`config.mk`:
```
export PLATFORM = sky130hd
export DESIGN_NAME = sobel_mag_serial_flat
export DESIGN_NICKNAME = d
export VERILOG_FILES = /design/src/rtl/sobel_mag_serial_if.sv /design/src/rtl/sobel_mag_serial.sv /design/src/flat_wrapper.sv
export SDC_FILE = /design/constraint.sdc
export NUM_CORES = 1
export LEC_CHECK = 0
export CORE_MARGIN = 2
export CORE_UTILIZATION = 60
export CTS_CLUSTER_DIAMETER = 120
export DETAILED_ROUTE_END_ITERATION = 12
export PLACE_DENSITY = 0.84
export SYNTH_ARGS = -nofsm -noshare
export SYNTH_HDL_FRONTEND = slang
export SYNTH_SLANG_ARGS = --single-unit
export TNS_END_PERCENT = 10
```
`constraint.sdc`:
```
create_clock -name clk -period 3.2 [get_ports clk]
set_input_delay 0.64 -clock clk [delete_from_list [all_inputs] [get_ports clk]]
set_output_delay 0.64 -clock clk [all_outputs]
set_load 0.005 [all_outputs]
```
`src/rtl/sobel_mag_serial_if.sv`:
```
// Handshake bundle between the gradient source, the serial magnitude stage
// and the pixel writer. The slave modport is the magnitude stage itself.
interface sobel_mag_serial_if #(
  parameter int W     = 11,
  parameter int OUT_W = 8
);
  logic             in_valid;
  logic             in_ready;
  logic [W-1:0]     gx;
  logic [W-1:0]     gy;
  logic             out_valid;
  logic             out_ready;
  logic [OUT_W-1:0] mag;

  modport master (
    output in_valid, gx, gy, out_ready,
    input  in_ready, out_valid, mag
  );

  modport slave (
    input  in_valid, gx, gy, out_ready,
    output in_ready, out_valid, mag
  );
endinterface

```
`src/rtl/sobel_mag_serial.sv`:
```
// Bit-serial |gx|+|gy| for the sobel datapath. The two magnitudes are added
// LSB first through one full-adder cell, then saturated to an unsigned pixel.

module fa (
  input  logic a,
  input  logic b,
  input  logic c_in,
  output logic s,
  output logic c_out
);
  assign s     = a ^ b ^ c_in;
  assign c_out = (a & b) | (c_in & (a ^ b));
endmodule

// state | meaning
// IDLE  | ready for a gx/gy pair
// ABS   | convert captured operands to unsigned magnitudes
// ADD   | W serial add cycles through the fa cell
// SAT   | clamp the W+1 bit sum to OUT_W bits
// HOLD  | present mag until the writer accepts it
module sobel_mag_serial #(
  parameter int W     = 11,
  parameter int OUT_W = 8
) (
  input  logic               clk,
  input  logic               rst_n,
  sobel_mag_serial_if.slave  bus,
  output logic               busy
);
  typedef enum logic [2:0] {IDLE, ABS, ADD, SAT, HOLD} state_t;

  localparam int           CW      = $clog2(W + 1);
  localparam logic [W:0]   SAT_MAX = (W + 1)'((1 << OUT_W) - 1);

  state_t           state, next;
  logic [W-1:0]     gx_q, gy_q;
  logic [W-1:0]     a_q, b_q;
  logic [W-1:0]     sum_q;
  logic             carry_q;
  logic [CW-1:0]    cnt_q;
  logic [OUT_W-1:0] mag_q;

  logic [W-1:0]     abs_gx, abs_gy;
  logic [W:0]       full_sum;
  logic             fa_s, fa_c;

  // Most negative input maps to 2^(W-1), which still fits W unsigned bits.
  assign abs_gx   = gx_q[W-1] ? -gx_q : gx_q;
  assign abs_gy   = gy_q[W-1] ? -gy_q : gy_q;
  assign full_sum = {carry_q, sum_q};

  fa u_fa (
    .a     (a_q[0]),
    .b     (b_q[0]),
    .c_in  (carry_q),
    .s     (fa_s),
    .c_out (fa_c)
  );

  // State register; reset abandons any transaction in flight.
  always_ff @(posedge clk or negedge rst_n) begin
    if (!rst_n) state <= IDLE;
    else        state <= next;
  end

  // Next-state and handshake outputs decoded from the current state.
  always_comb begin
    next          = state;
    bus.in_ready  = 1'b0;
    bus.out_valid = 1'b0;
    busy          = 1'b1;
    case (state)
      IDLE: begin
        bus.in_ready = 1'b1;
        busy         = 1'b0;
        if (bus.in_valid) next = ABS;
      end
      ABS:  next = ADD;
      ADD:  if (cnt_q == CW'(W - 1)) next = SAT;
      SAT:  next = HOLD;
      HOLD: begin
        bus.out_valid = 1'b1;
        if (bus.out_ready) next = IDLE;
      end
      default: next = IDLE;
    endcase
  end

  // Operand capture, serial add through fa, and saturation into mag.
  always_ff @(posedge clk or negedge rst_n) begin
    if (!rst_n) begin
      gx_q    <= '0;
      gy_q    <= '0;
      a_q     <= '0;
      b_q     <= '0;
      sum_q   <= '0;
      carry_q <= 1'b0;
      cnt_q   <= '0;
      mag_q   <= '0;
    end else begin
      case (state)
        IDLE: begin
          if (bus.in_valid) begin
            gx_q <= bus.gx;
            gy_q <= bus.gy;
          end
        end
        ABS: begin
          a_q     <= abs_gx;
          b_q     <= abs_gy;
          carry_q <= 1'b0;
          cnt_q   <= '0;
        end
        ADD: begin
          sum_q   <= {fa_s, sum_q[W-1:1]};
          a_q     <= a_q >> 1;
          b_q     <= b_q >> 1;
          carry_q <= fa_c;
          cnt_q   <= cnt_q + CW'(1);
        end
        SAT: begin
          if (full_sum > SAT_MAX) mag_q <= '1;
          else                    mag_q <= full_sum[OUT_W-1:0];
        end
        default: ;
      endcase
    end
  end

  assign bus.mag = mag_q;
endmodule

```
`src/flat_wrapper.sv`:
```
// flat-port wrapper written by rule: the top's interface ports become plain ports
module sobel_mag_serial_flat 
#(
  parameter int W     = 11,
  parameter int OUT_W = 8
)
  (clk, rst_n, busy, bus_in_valid, bus_gx, bus_gy, bus_out_ready, bus_in_ready, bus_out_valid, bus_mag);
  sobel_mag_serial_if #(.W(W), .OUT_W(OUT_W)) bus_i ();
  input  logic clk;
  input  logic rst_n;
  output logic busy;
  input wire logic [$bits(bus_i.in_valid)-1:0] bus_in_valid;
  input wire logic [$bits(bus_i.gx)-1:0] bus_gx;
  input wire logic [$bits(bus_i.gy)-1:0] bus_gy;
  input wire logic [$bits(bus_i.out_ready)-1:0] bus_out_ready;
  output wire logic [$bits(bus_i.in_ready)-1:0] bus_in_ready;
  output wire logic [$bits(bus_i.out_valid)-1:0] bus_out_valid;
  output wire logic [$bits(bus_i.mag)-1:0] bus_mag;
  assign bus_i.in_valid = bus_in_valid;
  assign bus_i.gx = bus_gx;
  assign bus_i.gy = bus_gy;
  assign bus_i.out_ready = bus_out_ready;
  assign bus_in_ready = bus_i.in_ready;
  assign bus_out_valid = bus_i.out_valid;
  assign bus_mag = bus_i.mag;
  sobel_mag_serial #(.W(W), .OUT_W(OUT_W)) u_core (.clk(clk), .rst_n(rst_n), .bus(bus_i), .busy(busy));
endmodule
```
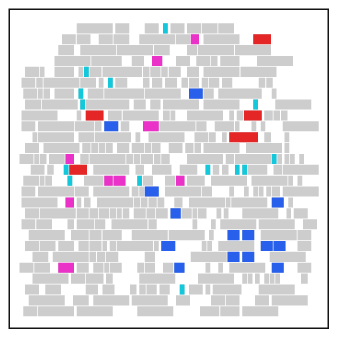
**Above:** selected gate families.
Drawn at 4 px/um.
and/or cells -> magenta  # cells 9
fa/ha/maj cells -> red  # cells 5
non-inverting ao/oa cells -> blue  # cells 14
inv cells -> cyan  # cells 14

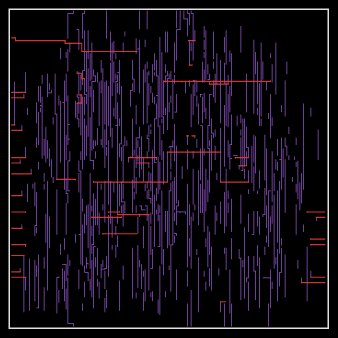
**Above:** wiring by layer.
Drawn at 4 px/um. Only two layers are drawn.
metal 2 -> purple  # wire length 3,240 um
metal 3 -> red  # wire length 225 um

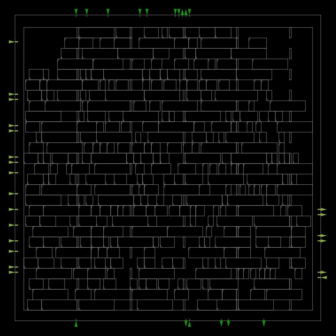
**Above:** cell outlines without signal wires.
Seq area share: 44.1%
Site Rows: 27
core box area: 5510 um2

==> Slide: Implementation Results <==
Implementation Results

Clock tree
  – Clk Tree Root Cell: clkbuf_8
  – Clock-pin slew on the worst setup and hold paths: 70 ps
  – CTS tree: built
  – Clock Latency Late Sink: 340 ps
  – Cts repair resizes: 0
  – CTS Buf Count: 9
  – H-Tree Depth: 3
  – Hold buffer count at CTS: 0
  – CTS max path bufs: 2

Timing
  – Final setup TNS: 0 ps
  – Tmin final: 2510 ps
  – Final slew viol count: 0
  – PnR worst setup slack: 693 ps
  – Endpoints failing hold: 0
  – Final setup violation count: 0
  – Rel. slew slack: 45.9%

Placed design
  – HPWL after DPL: 4.39 mm
  – Worst slack at placement: 1040 ps
  – Dpl cells: 408

Finish
  – ClkCell Share: 5.55%
  – Nets@finish: 378
  – Inverters excl. clock: 14
  – Finished Core Util: 73.2%
  – Cell area after layout: 4030 um2
  – Dominant logic cell type in the layout: dfrtp_1
  – Filler cells: 398
  – Data buffer area share: 9.68%

Logic synthesis
  – Ys flop type: dfrtp_1
  – Post-synth EDFFs: 0
  – Main area contributors after synthesis: dfrtp_1, nand2_1, mux2_2
  – Post-Synth XOR/XNOR Area: 3.60%
  – Floorplan net count: 345
  – Seq share, synth: 52.1%
  – Yosys warnings: 0
  – Syn Area/Cell: 10.9 um2
  – Main logic family: AND-OR/OR-AND gates
  – Area of the mapped netlist: 3410 um2
  – Synth cell count leaders: dfrtp_1, nand2_1, o21ai_0
  – Leading area contributor after synthesis: dfrtp_1
  – Cell count in the Yosys report: 314
  – Mux share: 6.82%
  – Basic Gates by Area: 14.0%
  – Post-synth ARST share: 100%

Global routing
  – First-pass GRT wire length: 10.9 mm
  – Vias in the first global route: 2,362
  – Antenna violations before repair: 0
  – Global Route met2 Usage: 36.4%
  – Busiest grt layer: met2
  – Global Route Usage Sum: 22.7%
  – M1 GR Usage: 29.7%

Outcome
  – Status: finished, final reports clean

Routing
  – Routed vias: 2,449
  – DRC Markers: 0
  – Post-Route WL: 6.47 mm
  – Routed wl met2: 3.24 mm
  – Top Metal Used: met4

Floorplanning
  – Tapcell count: 72
  – Chip height: 79.4 um
  – FP Core Util: 61.9%
  – Die Span X: 79.4 um

Power and ir drop
  – P_int: 2.59 mW
  – Sequential share of power: 42.2%
  – Top power group: sequential cells
  – Gate power share: 38.6%
  – Clk pwr share: 19.1%
  – Pwr Density: 1040 nW/um2
  – Net Switching: 1.58 mW

Critical path
  – CP endpoint: bus_out_valid
  – Reg2reg path depth: 4
  – CP Launch Type: register
  – Reg2reg start: u_core.state[1]
  – Stages on the worst setup path: 2
  – RR Endpoint: u_core.bus.mag[0]
  – CP max FO: 18
  – Worst Path Required: 2560 ps

Job
  – Log Warnings: 27
  – Max Cap Viol: 0
No activity file was given, so power comes from the tool's default toggle rates.
